### config.mk
export PLATFORM = sky130hd
export DESIGN_NAME = vga_timing_gen_flat
export DESIGN_NICKNAME = d
export VERILOG_FILES = /design/src/rtl/vga_timing_gen_if.sv /design/src/rtl/vga_timing_gen.sv /design/src/flat_wrapper.sv
export SDC_FILE = /design/constraint.sdc
export NUM_CORES = 1
export LEC_CHECK = 0
export ABC_AREA = 1
export CAP_MARGIN = 20
export CORE_ASPECT_RATIO = 1.5
export CORE_MARGIN = 4
export CORE_UTILIZATION = 25
export DETAILED_ROUTE_END_ITERATION = 8
export GPL_TIMING_DRIVEN = 0
export PLACE_DENSITY = 0.45
export RECOVER_POWER = 25
export SLEW_MARGIN = 20
export SYNTH_ARGS = -nofsm -noshare
export SYNTH_HDL_FRONTEND = slang
export SYNTH_SLANG_ARGS = --single-unit
### constraint.sdc
create_clock -name Clk -period 4.6 [get_ports Clk]
set_clock_uncertainty 0.15 [all_clocks]
set_input_delay 0.92 -clock Clk [delete_from_list [all_inputs] [get_ports Clk]]
set_output_delay 0.92 -clock Clk [all_outputs]
set_load 0.02 [all_outputs]
### src/rtl/vga_timing_gen_if.sv
// Raster-scan bundle from the VGA timing generator to the color mapper and DAC.
interface vga_timing_gen_if;
  logic       pixel_en;
  logic [9:0] DrawX;
  logic [9:0] DrawY;
  logic       blank;
  logic       hs;
  logic       vs;
  logic       frame_tick;

  modport master (
    output pixel_en, DrawX, DrawY, blank, hs, vs, frame_tick
  );

  modport slave (
    input pixel_en, DrawX, DrawY, blank, hs, vs, frame_tick
  );
endinterface

### src/rtl/vga_timing_gen.sv
// VGA raster timing: pixel-rate enable, h/v counters, delayed blank/sync, frame tick.
// Counters run on the system clock and advance only on the pixel enable strobe.
module vga_timing_gen #(
  parameter int unsigned H_VISIBLE  = 640,
  parameter int unsigned H_FRONT    = 16,
  parameter int unsigned H_SYNC     = 96,
  parameter int unsigned H_BACK     = 48,
  parameter int unsigned V_VISIBLE  = 480,
  parameter int unsigned V_FRONT    = 10,
  parameter int unsigned V_SYNC     = 2,
  parameter int unsigned V_BACK     = 33,
  parameter int unsigned CLK_DIV    = 2,
  parameter int unsigned PIPE_DELAY = 2
) (
  input  logic              Clk,
  input  logic              Reset_n,
  vga_timing_gen_if.master  vif
);

  localparam int unsigned H_TOTAL = H_VISIBLE + H_FRONT + H_SYNC + H_BACK;
  localparam int unsigned V_TOTAL = V_VISIBLE + V_FRONT + V_SYNC + V_BACK;

  localparam logic [9:0] H_LAST     = 10'(H_TOTAL - 1);
  localparam logic [9:0] V_LAST     = 10'(V_TOTAL - 1);
  localparam logic [9:0] H_VIS      = 10'(H_VISIBLE);
  localparam logic [9:0] V_VIS      = 10'(V_VISIBLE);
  localparam logic [9:0] H_SYNC_BEG = 10'(H_VISIBLE + H_FRONT);
  localparam logic [9:0] H_SYNC_END = 10'(H_VISIBLE + H_FRONT + H_SYNC);
  localparam logic [9:0] V_SYNC_BEG = 10'(V_VISIBLE + V_FRONT);
  localparam logic [9:0] V_SYNC_END = 10'(V_VISIBLE + V_FRONT + V_SYNC);
  localparam logic [9:0] V_VIS_LAST = 10'(V_VISIBLE - 1);
  localparam logic [2:0] DIV_LAST   = 3'(CLK_DIV - 1);

  if (H_TOTAL > 1023 || V_TOTAL > 1023) begin : g_bad_total
    $error("vga_timing_gen: raster totals must fit in 10 bits");
  end
  if (CLK_DIV < 1 || CLK_DIV > 8) begin : g_bad_div
    $error("vga_timing_gen: CLK_DIV must be 1..8");
  end
  if (PIPE_DELAY > 4) begin : g_bad_pipe
    $error("vga_timing_gen: PIPE_DELAY must be 0..4");
  end

  logic [2:0] r_div_cnt;
  logic [9:0] r_hc;
  logic [9:0] r_vc;
  logic       w_pixel_en;
  logic       w_h_last;
  logic       w_v_last;
  logic       w_blank_raw;
  logic       w_hs_raw;
  logic       w_vs_raw;

  assign w_pixel_en = (r_div_cnt == DIV_LAST);
  assign w_h_last   = (r_hc == H_LAST);
  assign w_v_last   = (r_vc == V_LAST);

  always_ff @(posedge Clk) begin
    if (!Reset_n) begin
      r_div_cnt <= '0;
    end else if (w_pixel_en) begin
      r_div_cnt <= '0;
    end else begin
      r_div_cnt <= r_div_cnt + 3'd1;
    end
  end

  always_ff @(posedge Clk) begin
    if (!Reset_n) begin
      r_hc <= '0;
      r_vc <= '0;
    end else if (w_pixel_en) begin
      if (w_h_last) begin
        r_hc <= '0;
        r_vc <= w_v_last ? 10'd0 : r_vc + 10'd1;
      end else begin
        r_hc <= r_hc + 10'd1;
      end
    end
  end

  assign w_blank_raw = (r_hc < H_VIS) && (r_vc < V_VIS);
  assign w_hs_raw    = !((r_hc >= H_SYNC_BEG) && (r_hc < H_SYNC_END));
  assign w_vs_raw    = !((r_vc >= V_SYNC_BEG) && (r_vc < V_SYNC_END));

  // Tap 0 is the raw flag; tap k is the flag k pixel strobes old.
  logic [PIPE_DELAY:0] w_blank_tap;
  logic [PIPE_DELAY:0] w_hs_tap;
  logic [PIPE_DELAY:0] w_vs_tap;

  assign w_blank_tap[0] = w_blank_raw;
  assign w_hs_tap[0]    = w_hs_raw;
  assign w_vs_tap[0]    = w_vs_raw;

  for (genvar k = 1; k <= PIPE_DELAY; k++) begin : g_stage
    logic r_blank;
    logic r_hs;
    logic r_vs;

    always_ff @(posedge Clk) begin
      if (!Reset_n) begin
        r_blank <= 1'b0;
        r_hs    <= 1'b1;
        r_vs    <= 1'b1;
      end else if (w_pixel_en) begin
        r_blank <= w_blank_tap[k-1];
        r_hs    <= w_hs_tap[k-1];
        r_vs    <= w_vs_tap[k-1];
      end
    end

    assign w_blank_tap[k] = r_blank;
    assign w_hs_tap[k]    = r_hs;
    assign w_vs_tap[k]    = r_vs;
  end

  assign vif.pixel_en   = w_pixel_en;
  assign vif.DrawX      = r_hc;
  assign vif.DrawY      = r_vc;
  assign vif.blank      = w_blank_tap[PIPE_DELAY];
  assign vif.hs         = w_hs_tap[PIPE_DELAY];
  assign vif.vs         = w_vs_tap[PIPE_DELAY];
  // Marks the last strobe of the visible frame, so game logic gets the whole blanking interval.
  assign vif.frame_tick = Reset_n && w_pixel_en && w_h_last && (r_vc == V_VIS_LAST);

endmodule

### src/flat_wrapper.sv
// flat-port wrapper written by rule: the top's interface ports become plain ports
module vga_timing_gen_flat 
#(
  parameter int unsigned H_VISIBLE  = 640,
  parameter int unsigned H_FRONT    = 16,
  parameter int unsigned H_SYNC     = 96,
  parameter int unsigned H_BACK     = 48,
  parameter int unsigned V_VISIBLE  = 480,
  parameter int unsigned V_FRONT    = 10,
  parameter int unsigned V_SYNC     = 2,
  parameter int unsigned V_BACK     = 33,
  parameter int unsigned CLK_DIV    = 2,
  parameter int unsigned PIPE_DELAY = 2
)
  (Clk, Reset_n, vif_pixel_en, vif_DrawX, vif_DrawY, vif_blank, vif_hs, vif_vs, vif_frame_tick);
  vga_timing_gen_if vif_i ();
  input  logic Clk;
  input  logic Reset_n;
  output wire logic [$bits(vif_i.pixel_en)-1:0] vif_pixel_en;
  output wire logic [$bits(vif_i.DrawX)-1:0] vif_DrawX;
  output wire logic [$bits(vif_i.DrawY)-1:0] vif_DrawY;
  output wire logic [$bits(vif_i.blank)-1:0] vif_blank;
  output wire logic [$bits(vif_i.hs)-1:0] vif_hs;
  output wire logic [$bits(vif_i.vs)-1:0] vif_vs;
  output wire logic [$bits(vif_i.frame_tick)-1:0] vif_frame_tick;
  assign vif_pixel_en = vif_i.pixel_en;
  assign vif_DrawX = vif_i.DrawX;
  assign vif_DrawY = vif_i.DrawY;
  assign vif_blank = vif_i.blank;
  assign vif_hs = vif_i.hs;
  assign vif_vs = vif_i.vs;
  assign vif_frame_tick = vif_i.frame_tick;
  vga_timing_gen #(.H_VISIBLE(H_VISIBLE), .H_FRONT(H_FRONT), .H_SYNC(H_SYNC), .H_BACK(H_BACK), .V_VISIBLE(V_VISIBLE), .V_FRONT(V_FRONT), .V_SYNC(V_SYNC), .V_BACK(V_BACK), .CLK_DIV(CLK_DIV), .PIPE_DELAY(PIPE_DELAY)) u_core (.Clk(Clk), .Reset_n(Reset_n), .vif(vif_i));
endmodule
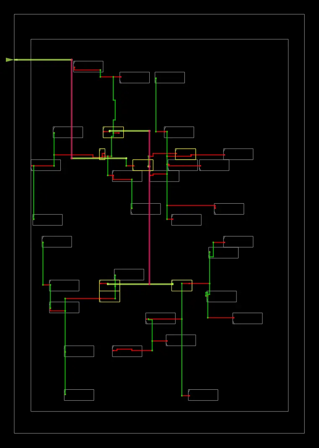
(clock routing)
Seq cells: 29
Late-Pin Clk Latency: 0.28 ns
total of clock buffers placed in the layout: 7
power in the clock group: 0.212 mW

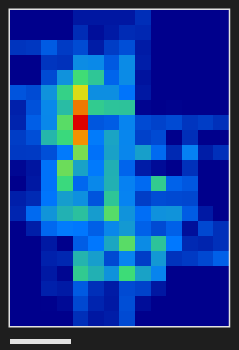
(wire density map)
The bar under the picture is 20 um long. 14 x 21 tiles, from dark blue (low) to red (high), scaled to the fullest tile. Values are wire area over tile area, all layers added.
- emptiest ninth of the die: upper right
- mean over tiles: 0.079
- fullest tile: 0.53

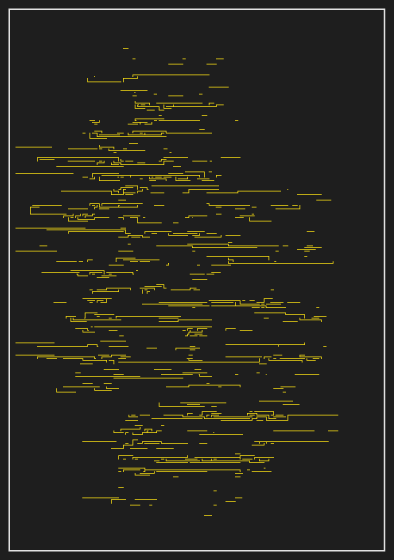
(signal wires on met1)
- share of all routed wire: 43%
- main direction: horizontal
- nets with wire on the layer: 227

==> run notes <==
Notes from the flow run.

Logic synthesis:
- The run puts the area of the mapped netlist at approximately 1500 um2.
- The run gives the complex-gate fraction of the synthesized area as 0.0707.
- The most frequently used library cell after synthesis is sky130_fd_sc_hd__nand2_1.
- The run puts the post-synthesis cell type count at 28.
- The run gives the number of warnings issued by yosys as 0.
- The run puts the sequential element share of the synthesized area at 0.377.
- In this run, the synthesized area fraction spent on xor and xnor cells is recorded as 0.0284.
- The run puts the post-synth tally of flip-flops with integrated enable at 0.
- Yosys reports the multiplexer fraction of the synthesized area as 0.
- After synthesis, the largest family of logic cells by area is simple AND/OR/NAND/NOR gates.
- Counting every net in the synthesized netlist gives 219.
- After synthesis, the cell types taking the most area are sky130_fd_sc_hd__dfxtp_1 38%, sky130_fd_sc_hd__nand2_1 11%, sky130_fd_sc_hd__inv_1 7.6%.
- The synthesized design spends more area on one cell type than any other, namely sky130_fd_sc_hd__dfxtp_1.
- The run gives the yosys stat chip area as approximately 1500 um2.
- Ranked by instance count, the synthesized netlist is headed by 45 x sky130_fd_sc_hd__nand2_1, 31 x sky130_fd_sc_hd__inv_1, 29 x sky130_fd_sc_hd__dfxtp_1.
- The run gives the share of async-settable or async-resettable flops after synthesis as 0.
- The area fraction of the largest cell type after synthesis is 0.377.
- The run puts the adder and majority cell fraction of the synthesized area at 0.0487.

Run:
- The report counts max-capacitance violations totalling 0.
- The stage logs contain a warning count of 30.

Setup path:
- Logic depth along the worst register-to-register path is recorded as 8.
- The worst register-to-register path has a setup slack of 2.65 ns.
- Per STA, the worst path accumulates the most delay in the family buffers and inverters.
- The run gives the startpoint kind of the worst setup timing path as a primary input.
- For the worst setup path, the data arrival time is 2.49 ns.
- The worst setup path is of the primary input to primary output kind.
- Of all nets on the critical path, the largest fanout is 6.
- Together, buffers and inverters on the worst path number 2.
- The run gives the required time at the endpoint of the critical path as between 3 and 4 ns.
- The run gives the critical path's largest stage delay as 0.68 ns.
- The run gives the startpoint of the most critical register-to-register path as u_core.vif.DrawX[1].
- The run gives the nature of the critical path endpoint as a primary output.
- The worst register-to-register path ends at u_core.vif.DrawY[5].
- The run gives the cell type of the slowest stage on the worst timing path as sky130_fd_sc_hd__dlygate4sd3_1.
- Per STA, the worst path is made up of dlygate4sd3_1, nand2_1, nor3_2, clkdlybuf4s50_1.

Routing:
- Summing over every cut layer, the via total after detailed routing is roughly 1400.
- The run gives the number of iterations in the first detailed-routing pass as 4.
- The run puts the routed metal-1 wirelength at approximately 1600 um.
- The run gives the per-cell via count in the routed design as 4.32.
- The routed design uses about 1900 um of met2 wire.
- TritonRoute reported its final design rule violation total as 0.
- Per the log, the first TritonRoute iteration ended with a DRC count of 40.
- The run puts the detailed-route wire length at approximately 3800 um.
- The run puts the met3 layer wire length in the routed design at 121 um.

STA:
- The run gives the upper clock frequency limit as 0.281 GHz.
- The run gives the transition at the pin with the smallest max-transition slack as 0.367 ns.
- The run puts the worst-case setup margin in the final layout at 1.04 ns.
- After routing, the total negative slack on setup checks comes to 0 ns.
- The run gives the worst slew margin relative to its limit as 0.755.
- The run puts the number of hold violations in the final report at 0.
- Setup repair after global routing left no endpoint under its margin.

Power:
- The run gives the clock power share as 0.398.
- The run puts the leakage power at just under 0.8 nW.
- The run gives the share of power burned in registers as 0.496.
- For this design the ratio of total power to cell area is between 200 and 300 nW/um2.
- The run puts the worst voltage drop across the vdd grid at roughly 0.16 mV.

Clocking:
- The run gives the TritonCTS clock tree as done.
- The tree built by TritonCTS fans out to 29 sinks.
- The run puts the post-cts sizing count at 0.
- The tree is rooted in a sky130_fd_sc_hd__clkbuf_8.
- The run puts the number of hold-repair buffers added at the cts stage at 0.
- The run gives the CTS H-tree depth as 2.

Floorplan:
- The run puts the height of the die at 104 um.
- The share of the core area taken by cells at floorplan is 0.260.
- After floorplanning, the core was divided into 34 placement rows.
- The run puts the width of the chip at 72.1 um.

Layout:
- Per the layout area report, the combinational gate area comes to 813 um2.
- The finished design was reported to have a net count of about 250.
- The run puts the antenna diode count at 0.
- From synthesis to final layout, the design area changed by 27.9%.
- The run gives the layout cell share with drive strength beyond 1 as 0.111.
- The run puts the total area of sequential cells at 581 um2.
- The filler cells instantiated in the layout total 659.

Global route:
- The global routing report lists met2 layer usage as 0.179.
- Entering global routing, the biggest net connects 11 pins.
- The run gives the overall overflow remaining after global route as 0.
- The run gives the peak-usage layer in the global routing report as met2.
- The run puts the wire length of the first global-routing pass at roughly 6400 um.
- The run gives the met3 usage in global routing as 0.0271.
- The run puts the number of antenna violations at the first check in global routing at 0.

Min path:
- In this run the worst hold path is classified as flip-flop to flip-flop.
- In the hold report, the worst path ends at u_core.r_div_cnt[0].

Placed design:
- The placement summary gives the final routability congestion estimate as 0.755.
- The pre-CTS setup check shows a worst slack of ~1.0 ns.
- The run gives the HPWL after detailed placement as 2940 um.

Run status:
- The run finished with clean final reports.
-- power by group through the flow --
stage	Clock, mW	Sequential [mW]	Combinational [mW]
finish	0.212	0.265	0.0562
global route	0.232	0.266	0.0629
CTS	0.225	0.265	0.0590
detailed placement	0	0.271	0.0587
global placement	0	0.270	0.0582
floorplan	0	0.273	0.0361
-- how the worst max path moves through the flow --
stage / from / to / slack (ns) / depth (start not counted)
2_1_floorplan: u_core.vif.DrawX[1] / vif_frame_tick / 1.97 / 7
3_3_place_gp: Reset_n / vif_frame_tick / 1.01 / 4
3_5_place_dp: Reset_n / vif_frame_tick / 1.02 / 4
4_1_cts: Reset_n / vif_frame_tick / 1.02 / 4
5_1_grt: Reset_n / vif_frame_tick / 0.98 / 4
6_report: Reset_n / vif_frame_tick / 1.04 / 4
-- cells in the final DEF, fill, tap and decap left out, types with 2 or more instances in the layout --
| master | Yosys | layout |
|---|---|---|
| sky130_fd_sc_hd__a21oi_1 | 8 | 8 |
| sky130_fd_sc_hd__clkbuf_8 | 0 | 6 |
| sky130_fd_sc_hd__clkdlybuf4s50_1 | 0 | 25 |
| sky130_fd_sc_hd__dfxtp_1 | 29 | 29 |
| sky130_fd_sc_hd__ha_1 | 6 | 6 |
| sky130_fd_sc_hd__inv_1 | 31 | 33 |
| sky130_fd_sc_hd__inv_2 | 6 | 4 |
| sky130_fd_sc_hd__nand2_1 | 45 | 46 |
| sky130_fd_sc_hd__nand2_2 | 4 | 4 |
| sky130_fd_sc_hd__nand3_1 | 16 | 16 |
| sky130_fd_sc_hd__nand4_1 | 4 | 4 |
| sky130_fd_sc_hd__nor2_1 | 26 | 26 |
| sky130_fd_sc_hd__nor2_2 | 2 | 2 |
| sky130_fd_sc_hd__nor2_4 | 5 | 5 |
| sky130_fd_sc_hd__nor3_1 | 3 | 3 |
| sky130_fd_sc_hd__nor3_2 | 2 | 2 |
| sky130_fd_sc_hd__nor4_1 | 2 | 2 |
| sky130_fd_sc_hd__o21ai_0 | 2 | 2 |
| sky130_fd_sc_hd__o21ai_1 | 6 | 6 |
| sky130_fd_sc_hd__xnor2_1 | 2 | 2 |
| sky130_fd_sc_hd__xor2_1 | 3 | 3 |
-- cell type report --
class                           count  share of cell area
Timing Repair Buffer               26               0.132
Sequential cell                    29               0.295
Clock buffer                        7              0.0438
Tap cell                           72              0.0457
Multi-Input combinational cell    145               0.413
Inverter                           37              0.0705
-- through the flow --
| stage | util | instance area (um2) | power, mW | hold WS [ns] | instances |
|---|---|---|---|---|---|
| after floorplan | - | 1540 | 0.309 | 0.271 | 211 |
| after global placement | 0.320 | 1890 | 0.329 | 0.291 | 309 |
| after detailed placement | 0.320 | 1890 | 0.329 | 0.295 | 309 |
| after CTS | 0.334 | 1980 | 0.549 | 0.309 | 316 |
| after global routing | 0.333 | 1970 | 0.560 | 0.325 | 316 |
| final | 0.333 | 1970 | 0.533 | 0.303 | 316 |
-- worst register-to-register path: cells and delay by family (launching register included) --
family	cells	cell delay, ns
buf+inv	1	0.08
simple gates	6	1.02
flops	1	0.39
fa+ha+maj	1	0.22
Power is estimated from default activity; no workload was simulated.
